[config.mk]
export PLATFORM = sky130hd
export DESIGN_NAME = muldiv_unit
export DESIGN_NICKNAME = d
export VERILOG_FILES = /design/src/rtl/muldiv_unit.sv
export SDC_FILE = /design/constraint.sdc
export NUM_CORES = 1
export LEC_CHECK = 0
export CAP_MARGIN = 40
export CORE_AREA = 2 2 222 224
export DETAILED_ROUTE_END_ITERATION = 16
export DIE_AREA = 0 0 224 226
export GPL_TIMING_DRIVEN = 0
export SYNTH_ARGS = -nofsm -noshare
export SYNTH_HDL_FRONTEND = slang
export SYNTH_SLANG_ARGS = --single-unit
[constraint.sdc]
create_clock -name clk -period 6.7 [get_ports clk]
set_input_delay 1.34 -clock clk [delete_from_list [all_inputs] [get_ports clk]]
set_output_delay 1.34 -clock clk [all_outputs]
set_load 0.01 [all_outputs]
[src/rtl/muldiv_unit.sv]
// Iterative RV32M multiply/divide unit: one bit per cycle, shift-add multiply and
// restoring divide on operand magnitudes, with sign fix-up at the final step.
module muldiv_unit #(
    parameter int XLEN = 32
) (
    input  logic            clk,
    input  logic            reset,
    input  logic            start,
    input  logic [2:0]      funct3,
    input  logic [XLEN-1:0] a,
    input  logic [XLEN-1:0] b,
    output logic            busy,
    output logic            done,
    output logic [XLEN-1:0] result,
    output logic [1:0]      state_dbg
);
    localparam int CW = $clog2(XLEN);

    typedef enum logic [1:0] {
        S_IDLE = 2'd0,
        S_BUSY = 2'd1,
        S_DONE = 2'd2
    } state_t;

    state_t            r_state;
    logic [CW-1:0]     r_count;
    logic [2:0]        r_op;
    logic [XLEN-1:0]   r_hi;
    logic [XLEN-1:0]   r_lo;
    logic [XLEN-1:0]   r_addend;
    logic [XLEN-1:0]   r_a;
    logic              r_neg_q;
    logic              r_neg_r;
    logic              r_div0;
    logic              r_busy;
    logic              r_done;
    logic [XLEN-1:0]   r_result;

    logic              w_sa;
    logic              w_sb;
    logic [XLEN-1:0]   w_ma;
    logic [XLEN-1:0]   w_mb;
    logic [XLEN:0]     w_mul_sum;
    logic [XLEN:0]     w_div_shift;
    logic              w_div_ok;
    logic [XLEN-1:0]   w_div_diff;
    logic [XLEN-1:0]   w_hi_nxt;
    logic [XLEN-1:0]   w_lo_nxt;
    logic [2*XLEN-1:0] w_prod_s;
    logic [XLEN-1:0]   w_quo_s;
    logic [XLEN-1:0]   w_rem_s;
    logic [XLEN-1:0]   w_final;

    // a is signed for MUL/MULH/MULHSU/DIV/REM; b only for MUL/MULH/DIV/REM
    assign w_sa = a[XLEN-1] & (funct3[2] ? ~funct3[0] : (funct3 != 3'b011));
    assign w_sb = b[XLEN-1] & (funct3[2] ? ~funct3[0] : ~funct3[1]);
    assign w_ma = w_sa ? -a : a;
    assign w_mb = w_sb ? -b : b;

    always_comb begin
        w_mul_sum   = r_lo[0] ? ({1'b0, r_hi} + {1'b0, r_addend}) : {1'b0, r_hi};
        w_div_shift = {r_hi, r_lo[XLEN-1]};
        w_div_ok    = (w_div_shift >= {1'b0, r_addend});
        w_div_diff  = w_div_shift[XLEN-1:0] - r_addend;
        if (r_op[2]) begin
            w_hi_nxt = w_div_ok ? w_div_diff : w_div_shift[XLEN-1:0];
            w_lo_nxt = {r_lo[XLEN-2:0], w_div_ok};
        end else begin
            w_hi_nxt = w_mul_sum[XLEN:1];
            w_lo_nxt = {w_mul_sum[0], r_lo[XLEN-1:1]};
        end
        w_prod_s = r_neg_q ? -{w_hi_nxt, w_lo_nxt} : {w_hi_nxt, w_lo_nxt};
        w_quo_s  = r_neg_q ? -w_lo_nxt : w_lo_nxt;
        w_rem_s  = r_neg_r ? -w_hi_nxt : w_hi_nxt;
        case (r_op)
            3'b000:         w_final = w_prod_s[XLEN-1:0];
            3'b001, 3'b010,
            3'b011:         w_final = w_prod_s[2*XLEN-1:XLEN];
            3'b100, 3'b101: w_final = r_div0 ? '1 : w_quo_s;
            default:        w_final = r_div0 ? r_a : w_rem_s;
        endcase
    end

    always_ff @(posedge clk) begin
        if (reset) begin
            r_state  <= S_IDLE;
            r_count  <= '0;
            r_op     <= '0;
            r_hi     <= '0;
            r_lo     <= '0;
            r_addend <= '0;
            r_a      <= '0;
            r_neg_q  <= 1'b0;
            r_neg_r  <= 1'b0;
            r_div0   <= 1'b0;
            r_busy   <= 1'b0;
            r_done   <= 1'b0;
            r_result <= '0;
        end else begin
            case (r_state)
                S_BUSY: begin
                    r_hi    <= w_hi_nxt;
                    r_lo    <= w_lo_nxt;
                    r_count <= r_count + 1'b1;
                    if (r_count == CW'(XLEN - 1)) begin
                        r_state  <= S_DONE;
                        r_busy   <= 1'b0;
                        r_done   <= 1'b1;
                        r_result <= w_final;
                    end
                end
                default: begin
                    r_done <= 1'b0;
                    if (start) begin
                        // multiply keeps the multiplier in r_lo; divide keeps the dividend there
                        r_state  <= S_BUSY;
                        r_busy   <= 1'b1;
                        r_count  <= '0;
                        r_op     <= funct3;
                        r_hi     <= '0;
                        r_lo     <= funct3[2] ? w_ma : w_mb;
                        r_addend <= funct3[2] ? w_mb : w_ma;
                        r_a      <= a;
                        r_neg_q  <= w_sa ^ w_sb;
                        r_neg_r  <= w_sa;
                        r_div0   <= (b == '0);
                    end else begin
                        r_state <= S_IDLE;
                    end
                end
            endcase
        end
    end

    assign busy      = r_busy;
    assign done      = r_done;
    assign result    = r_result;
    assign state_dbg = r_state;
endmodule
==> results.yml <==
# yosys + openroad results
outcome:
  outcome: "finished clean"
drt:
  wl_met2_um: 34230
  drt_iter0_markers: 2423
  top_layer_used: "met4"
  drc: 0
  drt-met1-wl_um: 32100
  wl_met3_um: 8061
  route.antenna.remaining_nets: 0
  vias_per_cell: 6.344
  wl_per_cell_um: 25.48
  dr.pass1.iters: 6
final_timing:
  setup_tns_ns: 0
  rsz0062_at_grt: "no"
  final-max-slew-violation-count: 0
  worst_slew_pin_slew_ns: 1.061
  max-slew-margin-rel_pct: 28.81
  layout_min_cycle_time_ns: 6.668
  finalHoldViolCount: 0
  timing.hold.ws_ns: 0.4680
flow_run:
  drv_cap: 0
  warning_count: 26
critical_path:
  crit_top_cell: "buf_2"
  crit_end: "result[16]$_SDFFE_PP0P_"
  criticalPathCategory: "flop to flop"
  required_ns: 7.02
  crit_family: "buffers and inverters"
  cp.arrival_ns: 6.99
  worstSetupStartpointType: "flop"
  cp_cell_sequence: "buf_2 -> buf_1 -> buf_2 -> buf_2 -> buf_2 -> mux2i_1 -> ha_1 -> nand2_1 -> or2_2 -> nand2b_1 -> nand3b_1 -> or2_2 -> clkbuf_1 -> o31ai_1 -> nor3_1 -> a2111oi_0 -> a211oi_1"
  path_buffers: 6
  r2r_cells: 17
  critPathMaxFanout: 10
  setup.worst_path.start: "r_op[2]$_SDFFE_PP0P_"
  critPathCaptureType: "flop"
  r2r-end: "result[16]$_SDFFE_PP0P_"
  reg2reg_slack_ns: 0.03
  cp_slowest_stage_delay_ns: 0.82
cells_and_area:
  drive_above_1_share_pct: 5.293
  nets: 2625
  fin_util_pct: 39.61
  syn2layout_area_growth_pct: 14.84
  layoutNonFillerInstCount: 3116
  antenna_cells: 0
logic_synthesis:
  ys_ff: 175
  syn_avg_cell_area_um2: 7.102
  top_area_share_pct: 21.01
  synthesis.nets: 2490
  yosysTopAreaCell: "dfxtp_1"
  edf_count: 0
  ys_sh_aoi_pct: 33.25
  synthTopLogicFamily: "AND-OR/OR-AND gates"
  yosys.area_share.adder_pct: 5.493
  synth-main-ff-cell: "dfxtp_1"
  synthMostInstantiatedCell: "nand2_1"
  ys_warn_count: 0
  ys_cells: 2348
  synth-simple-area-share_pct: 22.36
  synth.distinct_cells: 104
  seq_area_frac_synth_pct: 21.01
  xor_share_pct: 8.824
  ys_area_mm2: 0.01667
  topCellsByArea: "dfxtp_1 21%, a21oi_1 7.4%, nand2_1 6.6%, xnor2_1 5.6%, nor2_1 5.3%"
  common_cells: "292 x nand2_1, 245 x a21oi_1, 237 x nor2_1"
  synthesis.area_mm2: 0.01667
power_and_ir_drop:
  pg_seq_mw: 1.19
  pwr-share-seq_pct: 30.5
  p_sw_mw: 1.667
  p_sw_share_pct: 42.71
  total_power_mw: 3.903
  power_density_mw_per_mm2: 203.8
  power.internal_mw: 2.236
  pwr-share-comb_pct: 42.4
  power-top-group: "combinational cells"
grt:
  grt_pass1_vias: 18560
  grt_antenna_before_repair: 0
  gr-usage-met2_pct: 48.05
  top_usage_layer: "met2"
  grt-ovfl-total: 0
  gr-usage-met3_pct: 6.700
  met1_usage_pct: 39.56
placement:
  gp_congestion: 1.043
  dp_hpwl_um: 65350
  dp.cells: 3085
  port_buffers: 102
  placed_area_mm2: 0.01854
clock_tree:
  cts_setup_buffers: 0
  h-tree-depth: 4
  tritoncts: "done"
  postCtsResizedCells: 0
  root_buffer: "clkbuf_16"
  cts.clk_slew.worst_paths_ns: 0.07
floorplan:
  ios: 106
  initCoreUtil_pct: 34.49
  die-area_mm2: 0.05062
hold_path:
  min-delay-start: "r_a[24]$_SDFFE_PP0P_"
  hold_depth: 2
final cells by class:
class / instances / area (um2)
inverters: 72 / 270.3
flip-flops and latches: 175 / 3503
clock inverters: 11 / 160.2
clock buffers: 19 / 432.9
fillers: 5089 / 29190
repair buffers: 116 / 1104
plain buffers: 160 / 651.9
well taps: 622 / 778.2
multi-input cells: 1941 / 12250
cell usage in the layout, fill, tap and decap left out, types with 26 or more instances in the layout:
cell type,netlist,layout
ha_1,70,70
xor2_1,61,61
clkdlybuf4s50_1,0,102
nand4_1,32,32
buf_1,22,26
a211oi_1,117,117
inv_1,69,69
dfxtp_1,175,175
a21oi_1,245,245
clkbuf_1,108,110
nand2_1,292,292
xnor2_1,107,107
mux2i_1,42,42
buf_2,25,33
nor3_1,82,82
o31ai_1,34,34
nor2_1,237,237
o21ai_0,157,157
a31oi_1,29,29
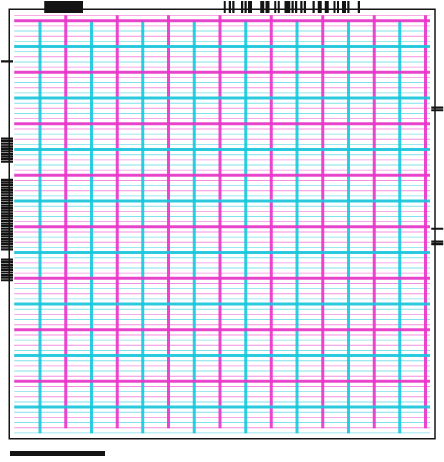
power_grid.png
Scale bar: 50 um. Pins as bars on the die edge.
Magenta stands for VDD. Cyan stands for VSS.
16 straps on met4. 16 straps on met5. 82 met1 rails follow the rows.
Die Wd: 224 um
CORE AREA: 0.04834 mm2
chip height: 226 um
peak supply drop: 0.1881 mV

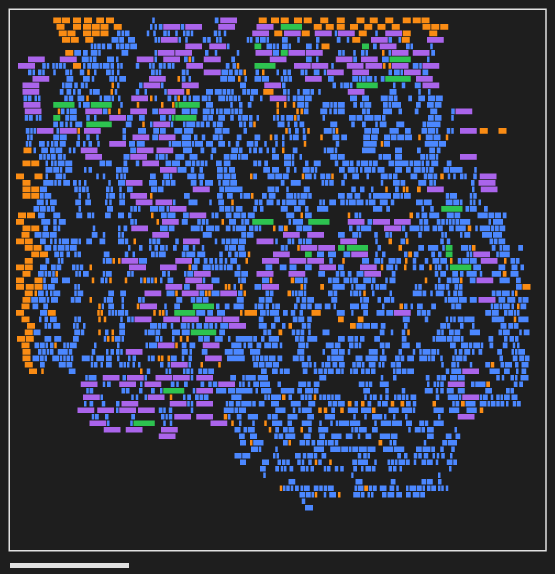
placement_by_type.png
Scale bar: 50 um.
Orange stands for remaining buffers and delay cells, cells 276, share of their area 9.6%. Green stands for clock drivers and dummy loads, cells 30, share of their area 3.2%. Blue stands for combinational and other logic, cells 2013, share of their area 68%. Purple stands for sequential cells, cells 175, share of their area 19%.
Finished Cell Area: 0.01915 mm2
FP Rows: 81

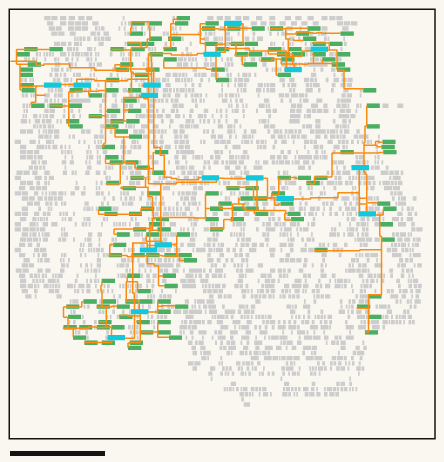
clk_routes.png
Scale bar: 50 um.
Green stands for flip-flops, count 175. Orange stands for clock wires, length 2590 um. Cyan stands for clock drivers, count 17.
There are 18 routed clock nets.
clk pwr: 1.06 mW
Latency at later pin: 0.47 ns
Clock Power Share: 27.1%
Final Skew: 0.01618 ns

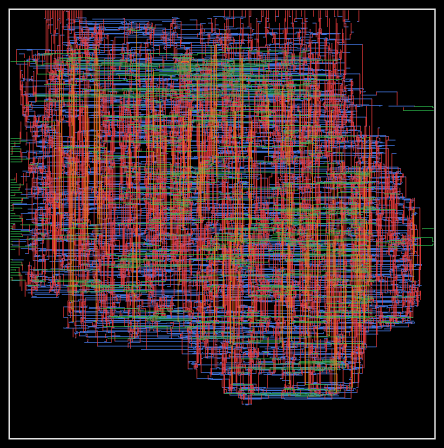
wires.png
Blue stands for metal 1, wire length 32.1 mm. Red stands for metal 2, wire length 34.2 mm. Green stands for metal 3, wire length 8060 um. Orange stands for metal 4, wire length 5010 um.
Total GRT Usage: 30.88%
Vias: 19770
routed wire length: 79390 um

Power is estimated from default activity; no workload was simulated.
